Fig. 1: run 1, signal wires on met2
Scale: 2 px per um. Cells faint in the background.
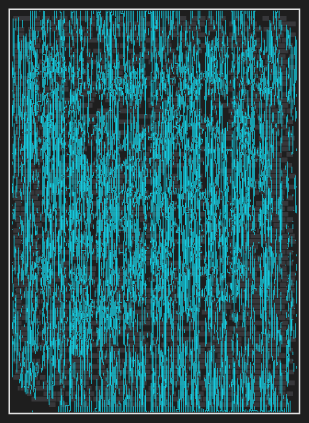
Fig. 2: run 1, clock network drawn from the DEF
Scale: 2 px per um.
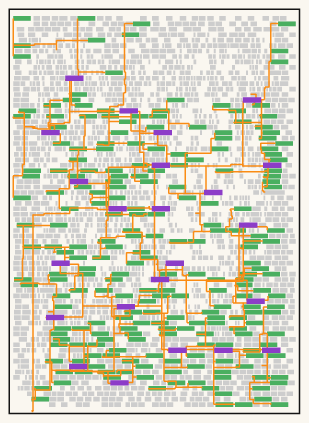
Fig. 3: run 1, the clock network
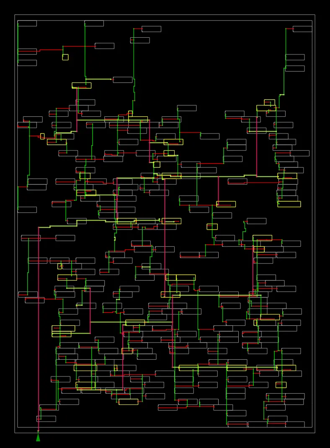
**src/rtl/fetch_controller_if.sv**
```systemverilog
// Bundle of the fetch controller's memory, decode and branch-resolution signals.
// master is the controller side; slave is the memory/decode/execute side.
interface fetch_controller_if;
    logic        imem_req_valid;
    logic        imem_req_ready;
    logic [63:0] imem_req_addr;
    logic        imem_rsp_valid;
    logic [31:0] imem_rsp_data;
    logic        instr_valid;
    logic        instr_ready;
    logic [31:0] instr_data;
    logic [63:0] instr_pc;
    logic        branch_valid;
    logic        branch_taken;
    logic [63:0] branch_pc;
    logic [63:0] branch_imm;
    logic [63:0] pc_current;

    modport master (
        output imem_req_valid, imem_req_addr, instr_valid, instr_data, instr_pc, pc_current,
        input  imem_req_ready, imem_rsp_valid, imem_rsp_data, instr_ready,
               branch_valid, branch_taken, branch_pc, branch_imm
    );

    modport slave (
        input  imem_req_valid, imem_req_addr, instr_valid, instr_data, instr_pc, pc_current,
        output imem_req_ready, imem_rsp_valid, imem_rsp_data, instr_ready,
               branch_valid, branch_taken, branch_pc, branch_imm
    );
endinterface

```
**src/rtl/fetch_controller.sv**
```systemverilog
// Single-outstanding instruction fetch FSM (REQ -> WAIT -> HOLD) with branch redirect
// and kill of an in-flight fetch whose response must be discarded.
module fetch_controller #(
    parameter logic [63:0] RESET_PC = 64'h0
) (
    input  logic                 clock,
    input  logic                 reset,
    fetch_controller_if.master   bus
);
    localparam logic [1:0] ST_REQ  = 2'd0;
    localparam logic [1:0] ST_WAIT = 2'd1;
    localparam logic [1:0] ST_HOLD = 2'd2;

    logic [1:0]  state_q, state_d;
    logic [63:0] pc_q, pc_d;
    logic [63:0] redirect_q, redirect_d;
    logic        kill_q, kill_d;
    logic [31:0] instr_data_q, instr_data_d;
    logic [63:0] instr_pc_q, instr_pc_d;

    logic        redirect;
    logic [63:0] target;

    assign redirect = bus.branch_valid && bus.branch_taken;
    assign target   = bus.branch_pc + bus.branch_imm;

    assign bus.imem_req_valid = (state_q == ST_REQ);
    assign bus.imem_req_addr  = pc_q;
    assign bus.pc_current     = pc_q;
    assign bus.instr_valid    = (state_q == ST_HOLD);
    assign bus.instr_data     = instr_data_q;
    assign bus.instr_pc       = instr_pc_q;

    always_comb begin
        state_d      = state_q;
        pc_d         = pc_q;
        redirect_d   = redirect_q;
        kill_d       = kill_q;
        instr_data_d = instr_data_q;
        instr_pc_d   = instr_pc_q;
        case (state_q)
            ST_REQ: begin
                if (bus.imem_req_ready) begin
                    state_d = ST_WAIT;
                    if (redirect) begin
                        redirect_d = target;
                        kill_d     = 1'b1;
                    end
                end else if (redirect) begin
                    pc_d = target;
                end
            end
            ST_WAIT: begin
                if (bus.imem_rsp_valid) begin
                    // A response racing a fresh redirect is stale too; the request is
                    // retired either way, so restart fetching at the newest target.
                    if (kill_q || redirect) begin
                        pc_d    = redirect ? target : redirect_q;
                        kill_d  = 1'b0;
                        state_d = ST_REQ;
                    end else begin
                        instr_data_d = bus.imem_rsp_data;
                        instr_pc_d   = pc_q;
                        state_d      = ST_HOLD;
                    end
                end else if (redirect) begin
                    redirect_d = target;
                    kill_d     = 1'b1;
                end
            end
            ST_HOLD: begin
                if (redirect) begin
                    pc_d    = target;
                    state_d = ST_REQ;
                end else if (bus.instr_ready) begin
                    pc_d    = pc_q + 64'd4;
                    state_d = ST_REQ;
                end
            end
            default: state_d = ST_REQ;
        endcase
    end

    always_ff @(posedge clock or posedge reset) begin
        if (reset) begin
            state_q      <= ST_REQ;
            pc_q         <= RESET_PC;
            redirect_q   <= 64'h0;
            kill_q       <= 1'b0;
            instr_data_q <= 32'h0;
            instr_pc_q   <= 64'h0;
        end else begin
            state_q      <= state_d;
            pc_q         <= pc_d;
            redirect_q   <= redirect_d;
            kill_q       <= kill_d;
            instr_data_q <= instr_data_d;
            instr_pc_q   <= instr_pc_d;
        end
    end
endmodule
```
**src/flat_wrapper.sv**
```systemverilog
// flat-port wrapper written by rule: the top's interface ports become plain ports
module fetch_controller_flat 
#(
    parameter logic [63:0] RESET_PC = 64'h0
)
  (clock, reset, bus_imem_req_valid, bus_imem_req_addr, bus_instr_valid, bus_instr_data, bus_instr_pc, bus_pc_current, bus_imem_req_ready, bus_imem_rsp_valid, bus_imem_rsp_data, bus_instr_ready, bus_branch_valid, bus_branch_taken, bus_branch_pc, bus_branch_imm);
  fetch_controller_if bus_i ();
  input  logic clock;
  input  logic reset;
  output wire logic [$bits(bus_i.imem_req_valid)-1:0] bus_imem_req_valid;
  output wire logic [$bits(bus_i.imem_req_addr)-1:0] bus_imem_req_addr;
  output wire logic [$bits(bus_i.instr_valid)-1:0] bus_instr_valid;
  output wire logic [$bits(bus_i.instr_data)-1:0] bus_instr_data;
  output wire logic [$bits(bus_i.instr_pc)-1:0] bus_instr_pc;
  output wire logic [$bits(bus_i.pc_current)-1:0] bus_pc_current;
  input wire logic [$bits(bus_i.imem_req_ready)-1:0] bus_imem_req_ready;
  input wire logic [$bits(bus_i.imem_rsp_valid)-1:0] bus_imem_rsp_valid;
  input wire logic [$bits(bus_i.imem_rsp_data)-1:0] bus_imem_rsp_data;
  input wire logic [$bits(bus_i.instr_ready)-1:0] bus_instr_ready;
  input wire logic [$bits(bus_i.branch_valid)-1:0] bus_branch_valid;
  input wire logic [$bits(bus_i.branch_taken)-1:0] bus_branch_taken;
  input wire logic [$bits(bus_i.branch_pc)-1:0] bus_branch_pc;
  input wire logic [$bits(bus_i.branch_imm)-1:0] bus_branch_imm;
  assign bus_imem_req_valid = bus_i.imem_req_valid;
  assign bus_imem_req_addr = bus_i.imem_req_addr;
  assign bus_instr_valid = bus_i.instr_valid;
  assign bus_instr_data = bus_i.instr_data;
  assign bus_instr_pc = bus_i.instr_pc;
  assign bus_pc_current = bus_i.pc_current;
  assign bus_i.imem_req_ready = bus_imem_req_ready;
  assign bus_i.imem_rsp_valid = bus_imem_rsp_valid;
  assign bus_i.imem_rsp_data = bus_imem_rsp_data;
  assign bus_i.instr_ready = bus_instr_ready;
  assign bus_i.branch_valid = bus_branch_valid;
  assign bus_i.branch_taken = bus_branch_taken;
  assign bus_i.branch_pc = bus_branch_pc;
  assign bus_i.branch_imm = bus_branch_imm;
  fetch_controller #(.RESET_PC(RESET_PC)) u_core (.clock(clock), .reset(reset), .bus(bus_i));
endmodule
```
**config.mk**
```make
export PLATFORM = sky130hd
export DESIGN_NAME = fetch_controller_flat
export DESIGN_NICKNAME = d
export VERILOG_FILES = /design/src/rtl/fetch_controller_if.sv /design/src/rtl/fetch_controller.sv /design/src/flat_wrapper.sv
export SDC_FILE = /design/constraint.sdc
export NUM_CORES = 1
export LEC_CHECK = 0
export ABC_CLOCK_PERIOD_IN_PS = 10800
export CORE_ASPECT_RATIO = 1.4
export CORE_UTILIZATION = 54
export DETAILED_ROUTE_END_ITERATION = 12
export GPL_TIMING_DRIVEN = 0
export PLACE_DENSITY_LB_ADDON = 0.05
export SLEW_MARGIN = 20
export SYNTH_ARGS = -nofsm -noshare
export SYNTH_HDL_FRONTEND = slang
export SYNTH_SLANG_ARGS = --single-unit
```
**constraint.sdc**
```tcl
create_clock -name clock -period 10.8 [get_ports clock]
set_input_delay 1.62 -clock clock [delete_from_list [all_inputs] [get_ports clock]]
set_output_delay 1.62 -clock clock [all_outputs]
set_load 0.05 [all_outputs]
```
==> notes.md, run 1 <==
This memo summarizes the results of the implementation run.

Status
The run finished with clean final reports.

Setup path
The launch instance of the worst register-to-register path is u_core.state_q[0]. STA classifies the critical path endpoint as a flip-flop. On the critical path, the stage with the largest delay is an instance of sky130_fd_sc_hd__xor2_1. The largest incremental delay on the critical path is 0.61 ns. The combined buffer and inverter count along the critical path is 2. For reference, the critical path is captured by u_core.bus.imem_req_addr[54]. The data arrival time reported for the critical path is 5.85 ns. The largest delay contributor family on the critical path is AND-OR/OR-AND gates. The register-to-register setup slack is 6.57 ns. The worst flop-to-flop path endpoint is u_core.bus.imem_req_addr[3]. For the worst setup path, the data required time is 11.25 ns.

The setup path with the least slack is of type in -> reg. The number of stages on the worst setup path is 15.

Floorplanning
The number of well taps is 370. The share of the core area taken by cells at floorplan is 0.553. According to the I/O placement log, the pin count is 393. The vertical die dimension is 201 um.

Yosys
Yosys mapped a number of flops with a built-in enable equal to 0. The post-synthesis sequential element count is 227. The main area contributors are sky130_fd_sc_hd__dfrtp_1, sky130_fd_sc_hd__mux2_2, sky130_fd_sc_hd__o21ai_0.

The area fraction in full adders, half adders and majority gates is 0.0568. For reference, the post-synthesis area per instance comes to 8.99 um^2. Sorting the synthesized cells by how often they occur yields sky130_fd_sc_hd__dfrtp_1, sky130_fd_sc_hd__o21ai_0, sky130_fd_sc_hd__nand2_1, sky130_fd_sc_hd__mux2_2, sky130_fd_sc_hd__a21oi_1. The yosys synthesis warning count is 0.

The share of synthesized cell area in and-or and or-and compound cells is 0.211. Counting flops with an async set or reset pin after synthesis yields a share of 1.00. The share of the Yosys chip area taken by registers is 0.370.

In the Yosys stats the netlist draws on 80 distinct library cells. The number of nets produced by synthesis is 1,941. The cell taking the most area after synthesis is sky130_fd_sc_hd__dfrtp_1. The most used flip-flop cell after synthesis is sky130_fd_sc_hd__dfrtp_1. The area share of the largest cell type after synthesis is 0.370.

The total standard cell area after synthesis is 15,300 um^2. The XOR/XNOR share of the synthesized area is 0.0663.

Clock tree
The CTS tree is done. The CTS report gives the tree buffer count as 23. The clock slew at the register clock pins of the worst setup and hold paths is 0.07 ns. The clock tree has to reach 227 sinks. The tree is rooted in a sky130_fd_sc_hd__clkbuf_16. The maximum level of the CTS H-tree is 1.

Power
The peak supply drop is 225 uV. The share of total power in sequential cells is 0.242. In this run the static leakage power is 8.72 nW. The analysis attributes to net switching a power of 0.00378 W. The internal power of the cells totals 0.00340 W. The clock network fraction of total power is 0.122. The share of total power dissipated in combinational logic is 0.636. Overall power consumption after layout is estimated at 0.00718 W.

Layout
According to the cell report, the number of logic gates is 1,278. After layout, the clock buffer instance count stands at 33. The non-clock buffer total of the final layout is 562. The inverter count of the layout excluding clock inverters is 32. The layout summary lists the proportion of cells stronger than drive strength 1 as 0.120. Measured on the final layout, buffering overhead outside the clock network stands at 0.235. In the final design database the tool counted 2,360 nets. Measured on the final layout, the clock distribution area share stands at 0.0395. For this run, the number of standard cells in the final layout without fillers is 2,510.

The top cell type in the final layout, fill and taps aside, is sky130_fd_sc_hd__clkdlybuf4s50_1. The fraction of standard cell area in multi-input logic is 0.421. The area added between synthesis and finish is 34.4%. For this run, the script counts the antenna cells in the layout as 0. In the layout the commonest cells are sky130_fd_sc_hd__clkdlybuf4s50_1, sky130_fd_sc_hd__dfrtp_1, sky130_fd_sc_hd__o21ai_0, sky130_fd_sc_hd__nand2_1, sky130_fd_sc_hd__mux2_2. In the final layout, flip-flops and latches occupy 5680 um^2. By area, logic gates come first.

Global routing
The wire length of the first global-routing pass is 85,400 um. The via count of the first global-routing pass is 15,752. In the global route stage, overall resource usage came out at 0.386.

Placed design
The placed wire-length estimate after detailed placement is 42,300 um. The count of buffers added on input and output ports is 392. The worst setup slack after placement is 4.98 ns.

STA
The setup violation total in the final timing report is 0. The share of the clock period used by the worst path after layout is 0.500. The setup slack of the critical path after layout is 5.41 ns.

Per the slew report, the remaining headroom to the max-slew limit stands at 0.404. The final count of hold timing violations is 0. Setup repair after global routing left no endpoint under its margin.

At the pin with the least slew margin, the transition time is 0.894 ns.

Detailed routing
The wire length on met1 is 19,200 um. The routed design uses 4640 um of met3 wire. The number of vias per cell is 6.17.

Once iteration 0 of detailed routing completed, the report listed 1,301 DRC markers.

Min path
The most critical min-delay path falls under reg -> reg. In the hold timing report, the worst path depth is 2.

Flow run
The number of violations of the max-capacitance limit is 0.
Notes on Fig. 1 above:
nets with wire on the layer: 2,096
wire length on this layer: 28.4 mm
share of all routed wire: 51%
main direction: vertical
drt total wl: 56,000 um
overall via count from detail_route: 15,492
routing usage on met2: 0.673

Notes on Fig. 2 above:
[purple] cells driving clock nets | count: 23
[orange] clock wires | length: 3,160 um
[green] flip-flops | count: 227
routed clock nets: 24
flops lie: spread over the die

Notes on Fig. 3 above:
count of flip-flops and latches: 227
final setup skew: 0.0176 ns
power attributed to the clock group: 0.000878 W

## Run 2: what changed since run 1
--- a/config.mk
+++ b/config.mk
@@ -5,9 +5,9 @@
 export SDC_FILE = /design/constraint.sdc
 export NUM_CORES = 1
 export LEC_CHECK = 0
-export ABC_CLOCK_PERIOD_IN_PS = 10800
+export ABC_CLOCK_PERIOD_IN_PS = 4700
 export CORE_ASPECT_RATIO = 1.4
-export CORE_UTILIZATION = 54
+export CORE_UTILIZATION = 46
 export DETAILED_ROUTE_END_ITERATION = 12
 export GPL_TIMING_DRIVEN = 0
 export PLACE_DENSITY_LB_ADDON = 0.05
==> constraint.sdc (replaced) <==
create_clock -name clock -period 4.7 [get_ports clock]
set_input_delay 0.705 -clock clock [delete_from_list [all_inputs] [get_ports clock]]
set_output_delay 0.705 -clock clock [all_outputs]
set_load 0.05 [all_outputs]
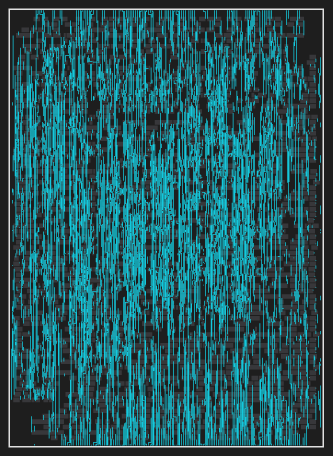
Fig. 4. Signal wires on met2 (run 2).
Scale: 2 px per um. Cells faint in the background.
nets with wire on the layer: 2,065
main direction: vertical
share of all routed wire: 52%
wire length on this layer: 28.8 mm
routing usage on met2: 0.586
overall via count from detail_route: 15,084
drt total wl: 55,700 um

==> notes.md, run 2 <==
This memo summarizes the results of the implementation run.

Layout
The non-clock buffer total of the final layout is 567. By instance count after routing, the leading logic cell type is sky130_fd_sc_hd__clkdlybuf4s50_1. 0 antenna diodes ended up in the layout. In the layout the commonest cells are sky130_fd_sc_hd__clkdlybuf4s50_1, sky130_fd_sc_hd__dfrtp_1, sky130_fd_sc_hd__o21ai_0, sky130_fd_sc_hd__nand2_1, sky130_fd_sc_hd__mux2_2. The number of flip-flops and latches is 227. The fraction of standard cell area in multi-input logic is 0.416. The count of non-filler cells in the finished layout is 2,588. The inverter count of the layout excluding clock inverters is 32. Measured on the final layout, the clock distribution area share stands at 0.0420. Of the cells placed in the final design, the portion with a size suffix greater than 1 is 0.124.

The largest contributor to cell area by class is logic gates. The combined flip-flop and latch cell area is 5680 um^2. The area added between synthesis and finish is 35.9%.

Power
Of the total power, registers draw 0.241. The design draws 0.0165 W. The leakage component of the power was reported as 8.79 nW.

In this run the power spent charging and discharging nets is 0.00862 W. The clock network power reported by the tool is 0.00208 W. IR analysis of the VDD net gives a maximum drop of 461 uV.

Setup path
The slowest library cell on the worst path is sky130_fd_sc_hd__xor2_1. The register-to-register setup slack is 0.47 ns. The critical path start-end classification is in -> reg.

The endpoint of the worst setup timing path is u_core.bus.imem_req_addr[54]. Looking at the reg2reg group, the worst path ends at u_core.bus.imem_req_addr[43]. The combined buffer and inverter count along the critical path is 2.

The largest single stage delay on the critical path is 0.51 ns. The launch instance of the worst register-to-register path is u_core.bus.imem_req_addr[14]. The critical path crosses 15 cells after its start point. The endpoint type of the worst setup path is a flip-flop. The data required time reported for the critical path is 5.17 ns.

Yosys
Among all flip-flop cells after synthesis, the most frequent one is sky130_fd_sc_hd__dfrtp_1. The share of synthesized cell area in and-or and or-and compound cells is 0.211. The netlist uses 80 different library cells. In this run, the synthesized area fraction spent on adder and majority cells is recorded as 0.0568. The commonest cells after synthesis are sky130_fd_sc_hd__dfrtp_1, sky130_fd_sc_hd__o21ai_0, sky130_fd_sc_hd__nand2_1, sky130_fd_sc_hd__mux2_2, sky130_fd_sc_hd__a21oi_1. The yosys synthesis warning count is 0.

The fraction of registers with async set or reset after synthesis is 1.00. The post-synthesis sequential element count is 227. In the post-synthesis netlist, the biggest area contributors are sky130_fd_sc_hd__dfrtp_1, sky130_fd_sc_hd__mux2_2, sky130_fd_sc_hd__o21ai_0. Per the synthesis report, the XOR/XNOR share of the synthesized area is 0.0663. The cell taking the most area after synthesis is sky130_fd_sc_hd__dfrtp_1.

Detailed routing
The detailed router reports a met3 wire length of 3550 um. In the final routing, the length of wire on met1 measures 20,200 um. Per the log, the first TritonRoute iteration ended with a DRC count of 1,020.

Floorplanning
The vertical die dimension is 218 um. According to the tapcell log, the count of inserted taps is 440. In this run the count of I/O pins placed on the die edge is 393. For this configuration, the core starts out at a cell density of 0.470.

Placed design
The placed wire-length estimate after detailed placement is 43,400 um. The worst setup slack after placement is -0.272 ns.

Global routing
In the global route stage, overall resource usage came out at 0.322. The via count of the first global-routing pass is 14,602. The wire length of the first global-routing pass is 83,800 um.

Clock tree
The maximum level of the CTS H-tree is 1. The total CTS buffers is 26. The sink count of the clock tree is 227. The tree is rooted in a sky130_fd_sc_hd__clkbuf_16. TritonCTS built the clock tree. Looking at the worst setup and hold paths, the clock pins of their registers show a slew of 0.07 ns.

STA
The worst-case headroom to the max-slew limit is 0.401. Setup slack closes at 0.244 ns. Setup repair after global routing left no endpoint under its margin.

Status
The flow ran to the end, and the final reports show no timing, DRC or antenna violations.
## Run 3: what changed since run 2
--- a/config.mk
+++ b/config.mk
@@ -7,10 +7,12 @@
 export LEC_CHECK = 0
 export ABC_CLOCK_PERIOD_IN_PS = 4700
 export CORE_ASPECT_RATIO = 1.4
+export CORE_MARGIN = 1.5
 export CORE_UTILIZATION = 46
 export DETAILED_ROUTE_END_ITERATION = 12
 export GPL_TIMING_DRIVEN = 0
 export PLACE_DENSITY_LB_ADDON = 0.05
+export SETUP_SLACK_MARGIN = 0.02
 export SLEW_MARGIN = 20
 export SYNTH_ARGS = -nofsm -noshare
 export SYNTH_HDL_FRONTEND = slang
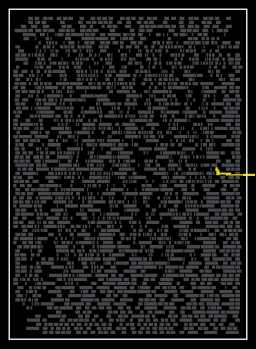
Fig. 5. Wires at chosen ports, followed through buffers (run 3).
Scale: 1.5 px per um.
[yellow] `bus_branch_valid` | bits: 1 | direction: input | end cells: 2 | buffers: 1 | wire: 27.1 um

==> notes.md, run 3 <==
This memo summarizes the results of the implementation run.

Floorplanning
The number of well taps is 440. The top-level I/O count is 393. Measured along the y axis, the die boundary spans 219 um.

The share of the core area taken by cells at floorplan is 0.470.

STA
The slew at the pin with the worst max-slew slack is 0.924 ns. Setup repair after global routing left no endpoint under its margin. The clock skew after layout is 0.00718 ns. Across all checked pins, the minimum headroom to the slew limit is 0.384. The share of the clock period used by the worst path after layout is 0.966. Per the final timing report, the hold violations number 0.

Flow run
The stage logs contain a warning count of 29. The tool flagged a number of max-cap violations equal to 0.

Power
The analysis attributes to net switching a power of 0.00860 W. The design draws 0.0166 W. Per the OpenROAD power report, leakage power amounts to 8.81 nW. The peak supply drop is 492 uV. The portion of total power attributed to combinational logic is 0.629. The share of total power in sequential cells is 0.239. The power report lists cell-internal power as 0.00796 W. The clock network fraction of total power is 0.132. The power of the clock network is 0.00219 W.

Detailed routing
The average detailed-routed wire length per instance is 21.7 um. In the final routing, the length of wire on met1 measures 20,100 um. Wires add up to 56,200 um. In the detailed route, the total length drawn on met3 is 3760 um. Detailed-route iteration 0 reported a violation count of 1,108.

Yosys
By area the synthesized netlist is led by sky130_fd_sc_hd__dfrtp_1, sky130_fd_sc_hd__mux2_2, sky130_fd_sc_hd__o21ai_0. The number of nets in the synthesized netlist is 1,941. The most used flip-flop cell after synthesis is sky130_fd_sc_hd__dfrtp_1. The fraction of registers with async set or reset after synthesis is 1.00. Of all cell types, the one taking the most synthesized area is sky130_fd_sc_hd__dfrtp_1. Of the synthesized area, sequential elements account for 0.370. The area fraction of the largest cell type after synthesis is 0.370. The count of library flops with an enable pin is 0. In this run, the synthesized area fraction spent on AND-OR/OR-AND gates is recorded as 0.211. In this run the cell area of the synthesized design comes to 15,300 um^2. The synthesis stat section lists a flop and latch total of 227. The mean instance size in the synthesized netlist is 8.99 um^2. Counting instances in the post-synthesis netlist gives the leading cell types as sky130_fd_sc_hd__dfrtp_1, sky130_fd_sc_hd__o21ai_0, sky130_fd_sc_hd__nand2_1, sky130_fd_sc_hd__mux2_2, sky130_fd_sc_hd__a21oi_1. The XOR/XNOR share of the synthesized area is 0.0663.

The synthesis log from Yosys contains 0 warnings. The area fraction in full adders, half adders and majority gates is 0.0568. The number of distinct library cells after synthesis is 80.

Layout
Leaving out the clock tree, the finished layout contains an inverter count of 32. Per the cell usage report, the commonest logic cell in the layout is sky130_fd_sc_hd__clkdlybuf4s50_1. Ranked by total area, the top cell class in this layout is logic gates.

The tally of clock buffers in the finished layout is 32. The number of flip-flops and latches is 227. The fraction of standard cell area in multi-input logic is 0.415. The count of non-filler cells in the finished layout is 2,591. The antenna diode count is 0. Of all the cell area in the finished design, the clock network holds 0.0430. The number of multi-input combinational cells in the layout is 1,278. The combined flip-flop and latch cell area is 5680 um^2. The relative area of non-clock buffer cells in the final design is 0.238. In the final design database the tool counted 2,368 nets. In the layout the commonest cells are sky130_fd_sc_hd__clkdlybuf4s50_1, sky130_fd_sc_hd__dfrtp_1, sky130_fd_sc_hd__o21ai_0, sky130_fd_sc_hd__nand2_1, sky130_fd_sc_hd__mux2_2. The non-clock buffer total of the final layout is 568.

The area added between synthesis and finish is 36.2%.

Global routing
The first global-routing pass estimated 84,700 um of wire. For met2 alone, demand over resource in global routing was 0.585. Overall routing resource usage recorded by global route was 0.321.

Setup path
The largest incremental delay on the critical path is 0.59 ns. The register-to-register setup slack is 0.54 ns. The data required time of the worst path is 5.13 ns.

The number of stages on the worst setup path is 15. The arrival time of data at the worst endpoint is listed as 4.98 ns. The capture point of the worst register-to-register path is recorded as u_core.bus.imem_req_addr[43]. By startpoint and endpoint, the worst setup path is classified as in -> reg. The endpoint type of the worst setup path is a flip-flop. The slowest library cell on the worst path is sky130_fd_sc_hd__o41ai_4. The largest delay contributor family on the critical path is AND-OR/OR-AND gates. The launch instance of the worst register-to-register path is u_core.bus.imem_req_addr[14].

Per the post-run analysis, buffers plus inverters along the critical path come to 2. The endpoint of the worst setup timing path is u_core.bus.imem_req_addr[56].

Placed design
Setup slack on the worst path after placement came out at -0.314 ns. The count of input and output buffers is 392.

Clock tree
The CTS tree is done. The clock tree root driver cell is sky130_fd_sc_hd__clkbuf_16. The longest clock path from root to sink contains 3 buffers. The total of cells resized after clock tree synthesis is 0. CTS saw 227 sinks.

TritonCTS created 25 clock buffers. CTS built an H-tree with a depth of 1.

Status
The run finished with clean final reports.
Power and IR drop assume default switching activity.
